[config.mk]
export PLATFORM = sky130hd
export DESIGN_NAME = sync_filter
export DESIGN_NICKNAME = d
export VERILOG_FILES = /design/src/rtl/sync_filter.sv
export SDC_FILE = /design/constraint.sdc
export NUM_CORES = 1
export LEC_CHECK = 0
export CORE_AREA = 2 2 46 48
export CTS_BUF_LIST = sky130_fd_sc_hd__clkbuf_2
export DETAILED_ROUTE_END_ITERATION = 16
export DIE_AREA = 0 0 48 50
export PLACE_DENSITY = 0.78
export SYNTH_ARGS = -nofsm -noshare
export SYNTH_HDL_FRONTEND = slang
export SYNTH_SLANG_ARGS = --single-unit
[constraint.sdc]
create_clock -name sys_clk -period 1.2 [get_ports sys_clk]
set_input_delay 0.24 -clock sys_clk [delete_from_list [all_inputs] [get_ports sys_clk]]
set_output_delay 0.24 -clock sys_clk [all_outputs]
set_load 0.02 [all_outputs]
[src/rtl/sync_filter.sv]
// Multi-channel input conditioner: per-channel synchronizer chain followed by a
// stability filter that accepts a new level only after it has held FILTER_LEN cycles.
module sync_filter #(
  parameter int               WIDTH       = 4,
  parameter int               SYNC_STAGES = 2,
  parameter int               FILTER_LEN  = 3,
  parameter logic [WIDTH-1:0] RESET_VAL   = {WIDTH{1'b0}}
) (
  input  logic             sys_clk,
  input  logic             sys_rst,
  input  logic [WIDTH-1:0] in_line,
  output logic [WIDTH-1:0] out_line,
  output logic [WIDTH-1:0] rise_edge,
  output logic [WIDTH-1:0] fall_edge
);

  localparam int CNT_W = (FILTER_LEN > 1) ? $clog2(FILTER_LEN) : 1;
  localparam logic [CNT_W-1:0] CNT_LAST = CNT_W'(FILTER_LEN - 1);

  // Reject unusable configurations at elaboration time.
  if (WIDTH < 1) begin : g_bad_width
    $error("sync_filter: WIDTH must be >= 1");
  end
  if (SYNC_STAGES < 2) begin : g_bad_stages
    $error("sync_filter: SYNC_STAGES must be >= 2");
  end
  if (FILTER_LEN < 1) begin : g_bad_filter
    $error("sync_filter: FILTER_LEN must be >= 1");
  end

  logic [WIDTH-1:0] sync_q [SYNC_STAGES];
  logic [WIDTH-1:0] sync_d [SYNC_STAGES];
  logic [CNT_W-1:0] cnt_q  [WIDTH];
  logic [CNT_W-1:0] cnt_d  [WIDTH];
  logic [WIDTH-1:0] out_q;
  logic [WIDTH-1:0] out_d;
  logic [WIDTH-1:0] rise_q;
  logic [WIDTH-1:0] rise_d;
  logic [WIDTH-1:0] fall_q;
  logic [WIDTH-1:0] fall_d;
  logic [WIDTH-1:0] synced_s;

  assign synced_s = sync_q[SYNC_STAGES-1];

  // Synchronizer shift: stage 0 captures the pin, later stages follow.
  always_comb begin
    sync_d[0] = in_line;
    for (int k = 1; k < SYNC_STAGES; k++) begin
      sync_d[k] = sync_q[k-1];
    end
  end

  // Per-channel filter: count disagreement cycles, accept on the last one.
  always_comb begin
    out_d  = out_q;
    rise_d = {WIDTH{1'b0}};
    fall_d = {WIDTH{1'b0}};
    for (int i = 0; i < WIDTH; i++) begin
      cnt_d[i] = cnt_q[i];
      if (synced_s[i] == out_q[i]) begin
        cnt_d[i] = {CNT_W{1'b0}};
      end else if (cnt_q[i] == CNT_LAST) begin
        cnt_d[i]  = {CNT_W{1'b0}};
        out_d[i]  = synced_s[i];
        rise_d[i] = synced_s[i];
        fall_d[i] = ~synced_s[i];
      end else begin
        cnt_d[i] = cnt_q[i] + CNT_W'(1);
      end
    end
  end

  // State registers; reset also aborts any filter run in progress.
  always_ff @(posedge sys_clk) begin
    if (sys_rst) begin
      for (int k = 0; k < SYNC_STAGES; k++) begin
        sync_q[k] <= RESET_VAL;
      end
      for (int i = 0; i < WIDTH; i++) begin
        cnt_q[i] <= {CNT_W{1'b0}};
      end
      out_q  <= RESET_VAL;
      rise_q <= {WIDTH{1'b0}};
      fall_q <= {WIDTH{1'b0}};
    end else begin
      for (int k = 0; k < SYNC_STAGES; k++) begin
        sync_q[k] <= sync_d[k];
      end
      for (int i = 0; i < WIDTH; i++) begin
        cnt_q[i] <= cnt_d[i];
      end
      out_q  <= out_d;
      rise_q <= rise_d;
      fall_q <= fall_d;
    end
  end

  assign out_line  = out_q;
  assign rise_edge = rise_q;
  assign fall_edge = fall_q;

endmodule

==> CHANGELOG.md, run 1 <==
### Changed

* Max Cap Viol at 0
* OpenROAD warnings at 26
* Post-synth EDFFs at 0
* Top cell area share at 0.589
* Seq/Total Area, Yosys at 0.589
* Sequential share of power at 0.711
* Die Y at 50 µm
* Number of diodes at 0
* NonClk Buf Share at 0.153
* Asr flop ratio synth at 0
* Top logic cells by instance count in the layout: dfxtp_1 (23), buf_4 (10), buf_2 (10)
* Drt drc at 0
* Clk ins delay skew pair at approximately 0.35 ns
* Yosys top cell by instances: dfxtp_1
* Drt initial violations at 2
* Worst EP required at around 0.96 ns
* Post-synthesis cell area at 952 µm²
* Hpwl dp at 991 µm
* Resized Gates After CTS at 52
* Syn avg cell area at around 13 µm²
* Fin nets at 112
* Seq area share at 0.493
* Via count at a little over 600
* Fmax at approximately 900 MHz
* Placed instance count at 124
* Power Total at 1350 µW
* Startpoint Class: register
* Max-slew violations at 0
* Net Sw Power at 287 µW
* Initial antenna violation count at 0
* I/O pin count at 18
* Worst-Margin Slew at 0.234 ns
* Synthesis-to-finish area growth at 20.6%
* Comb. cell area at 339 µm²
* Seq cells post-synth at 28
* Final WS setup at 0.0922 ns
* Clock buf/inv share at 0.0163
* Critical Path Sink Type: output port
* Root Driver: clkbuf_2
* Placed cell area at 1180 µm²
* Post-DRT Antenna Nets at 0
* P_leak at roughly 0.00047 µW
* Dpl ws at -0.0875 ns
* Min Tclk post-route at 1.11 ns
* CTS buffer count at 3
* TritonRoute pass-1 iters at 4
* Outcome: finished, final reports clean
* Seq. cell area at 567 µm²
* Peak supply drop at 700 µV
* Finished layout cell area at ~1100 µm²
* Wl on met1 at around 580 µm
* Comb gates at roughly 40
* Routed Wire Length at approximately 1400 µm
==> run 1: power groups by stage <==
stage / sequential, µW / clock, µW / combinational, µW
after global routing: 962 / 390 / 69.3
final: 958 / 326 / 63.5
after floorplan: 974 / 0 / 44.3
after global placement: 975 / 0 / 62.0
after CTS: 959 / 345 / 64.0
after detailed placement: 976 / 0 / 64.0
==> run 1: worst paths after layout <==
check	startpoint	endpoint	slack, ns	depth (start not counted)
hold reg to reg	cnt_q[3][0]	cnt_q[3][0]	0.43	1
setup reg to reg	cnt_q[2][0]	cnt_q[2][1]	0.16	3
hold / removal	in_line[0]	sync_q[0][0]	0.40	2
setup / recovery	out_line[0]	out_line[0]	0.09	1
==> run 1: registers in the layout, summed over array words and instances, names as in the netlist <==
name       flops
sync_q         8
out_line       4
rise_edge      4
fall_edge      4
cnt_q          8
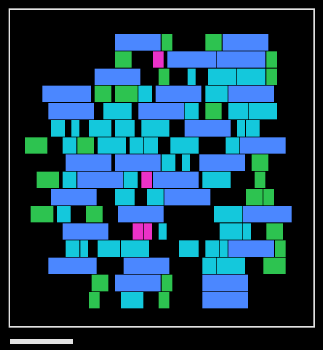
Run 1: placed cells, one colour a class
Bar = 10 µm.
| colour | class | cells | share of their area |
|---|---|---|---|
| blue | flops | 28 | 51% |
| cyan | combinational and other logic | 44 | 32% |
| green | other buffers and delay cells | 25 | 16% |
| magenta | clock drivers and dummy loads | 4 | 1.7% |

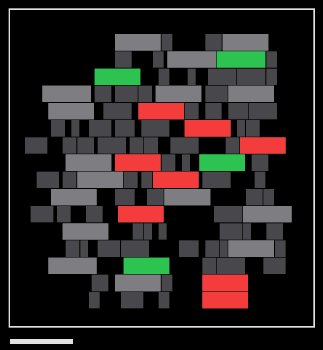
Run 1: where the registers sit
Bar = 10 µm. Other sequential cells in the stronger grey, the rest of the logic in the fainter grey.
| colour | netlist name | sequential cells |
|---|---|---|
| green | rise_edge | 4 |
| red | cnt_q | 8 |
not coloured: 16

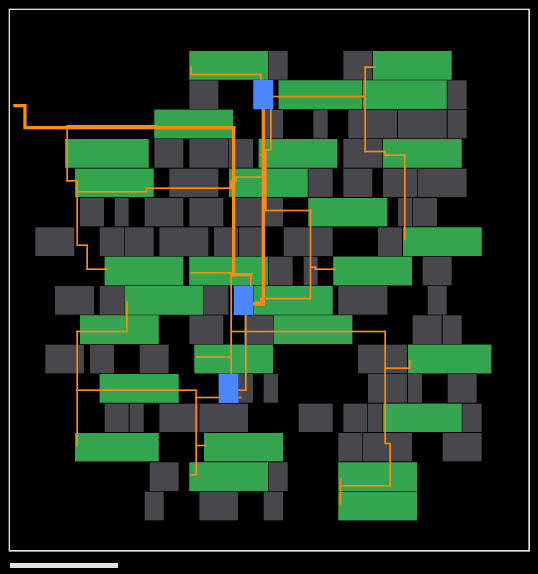
Run 1: clock distribution
Bar = 10 µm.
[green] flip-flops | count: 28
[blue] clock drivers | count: 3
[orange] clock wires | length: 284 µm
routed clock nets: 4

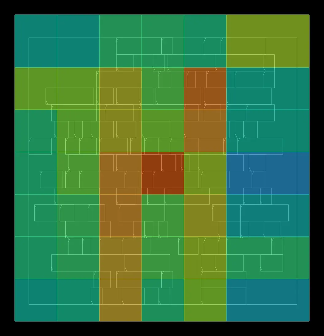
Run 1: congestion heat map
met2 Use GR: 0.218
final core utilization: 0.604
met3 usage: 0.0440
GR Layer Usage met1: 0.135
overall routing resource usage: 0.132

==> run 1 -> run 2 <==
--- a/config.mk
+++ b/config.mk
@@ -5,6 +5,7 @@
 export SDC_FILE = /design/constraint.sdc
 export NUM_CORES = 1
 export LEC_CHECK = 0
+export CAP_MARGIN = 20
 export CORE_AREA = 2 2 46 48
 export CTS_BUF_LIST = sky130_fd_sc_hd__clkbuf_2
 export DETAILED_ROUTE_END_ITERATION = 16
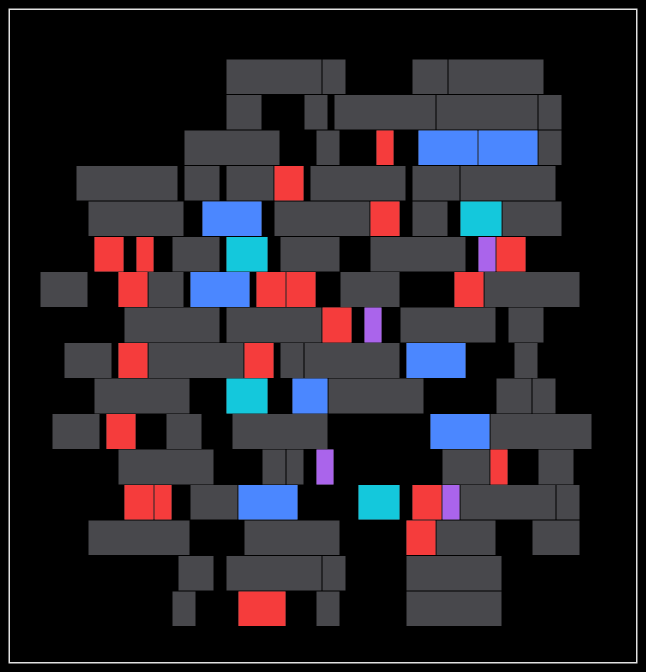
Run 2: logic cells by family
| colour | family | cells |
|---|---|---|
| blue | AND and OR gates | 8 |
| red | NOR gates | 20 |
| cyan | XOR/XNOR gates | 4 |
| purple | inverters | 4 |

==> run 2 against run 1 <==
Compared with the run above: maximum frequency unchanged; final cell count did not move; highest routed layer unchanged; register-to-register slack barely moved; critical path type unchanged; largest power group unchanged.
==> CHANGELOG.md, run 2 <==
### Changed

* Seq cells post-synth at 28 (unchanged)
* Hold EP: sync_q[0][0]
* Asr flop ratio synth at 0 (unchanged)
* CP Capture Point: out_line[0]
* Final WS setup at 0.0922 ns (unchanged)
* Dpl ws at -0.0875 ns (unchanged)
* Wl on met1 at 582 µm (unchanged)
* Fin nets at 112 (unchanged)
* TritonRoute pass-1 iters at 4 (unchanged)
* R2R Path End: cnt_q[2][1]
* Top Registers: cnt_q (8), sync_q (8)
* Met2 Use GR at 0.218 (unchanged)
* Routed Wire Length at 1350 µm (unchanged)
* Drt initial violations at 2 (unchanged)
* Synthesis-to-finish area growth at 20.6% (unchanged)
* P_leak at 0.000471 µW (unchanged)
* CTS buffer count at 3 (unchanged)
* Placed cell area at 1180 µm² (unchanged)
* NonClk Buf Share at 0.153 (unchanged)
* Critical Path Sink Type: output port
* Drt drc at 0 (unchanged)
* Post-synthesis cell area at 952 µm² (unchanged)
* Seq area share at 0.493 (unchanged)
* Reg-to-reg slack, setup at 0.16 ns (about the same)
* Sequential share of power at 0.711 (about the same)
* Outcome: finished, final reports clean
* Top cell area share at 0.589 (unchanged)
* Syn avg cell area at 12.7 µm² (unchanged)
* Top logic cells by instance count in the layout: dfxtp_1 (23), buf_4 (10), buf_2 (10)
* Min Tclk post-route at 1.11 ns (unchanged)
* I/O pin count at 18 (unchanged)
* Met3 usage at 0.0440 (unchanged)
* Peak supply drop at 700 µV (unchanged)
* Post-synth EDFFs at 0 (unchanged)
* Worst-Margin Slew at 0.234 ns (unchanged)
* OpenROAD warnings at 26 (unchanged)
* Hpwl dp at 991 µm (unchanged)
* Finished layout cell area at 1150 µm² (unchanged)
* Overall routing resource usage at 0.132 (unchanged)
* Reg2Reg Depth at 3 (unchanged)
* Comb gates at 40 (unchanged)
* Root Driver: clkbuf_2
-- run 2: cell counts after synthesis --
Identical to the previous run, type by type.
-- run 2: timing repair --
action,4_1_cts,5_1_grt
setup endpoints to repair,12,3
resized,52,3
hold buffers,0,0
-- run 2: per-stage QoR --
stage          total power (µW)  std cells  utilization
2_1_floorplan              1020         75            -
3_3_place_gp               1040        124        0.620
3_5_place_dp               1040        124        0.620
4_1_cts                    1370        128        0.601
5_1_grt                    1420        128        0.604
6_report                   1350        128        0.604
-- run 2: cells by family (layout without fill, tap and decap cells) --
family                   Yosys count  count (layout)  share of synthesized area
multiplexers                       4               4                     0.0421
XOR/XNOR                           4               4                     0.0368
buffers and inverters              7              33                     0.0552
AND/OR/NAND/NOR                   28              28                      0.225
adder cells (fa/ha/maj)            4               4                     0.0526
flip-flops                        28              28                      0.589
Power figures rest on the tool's default switching activity, not on a simulated workload.
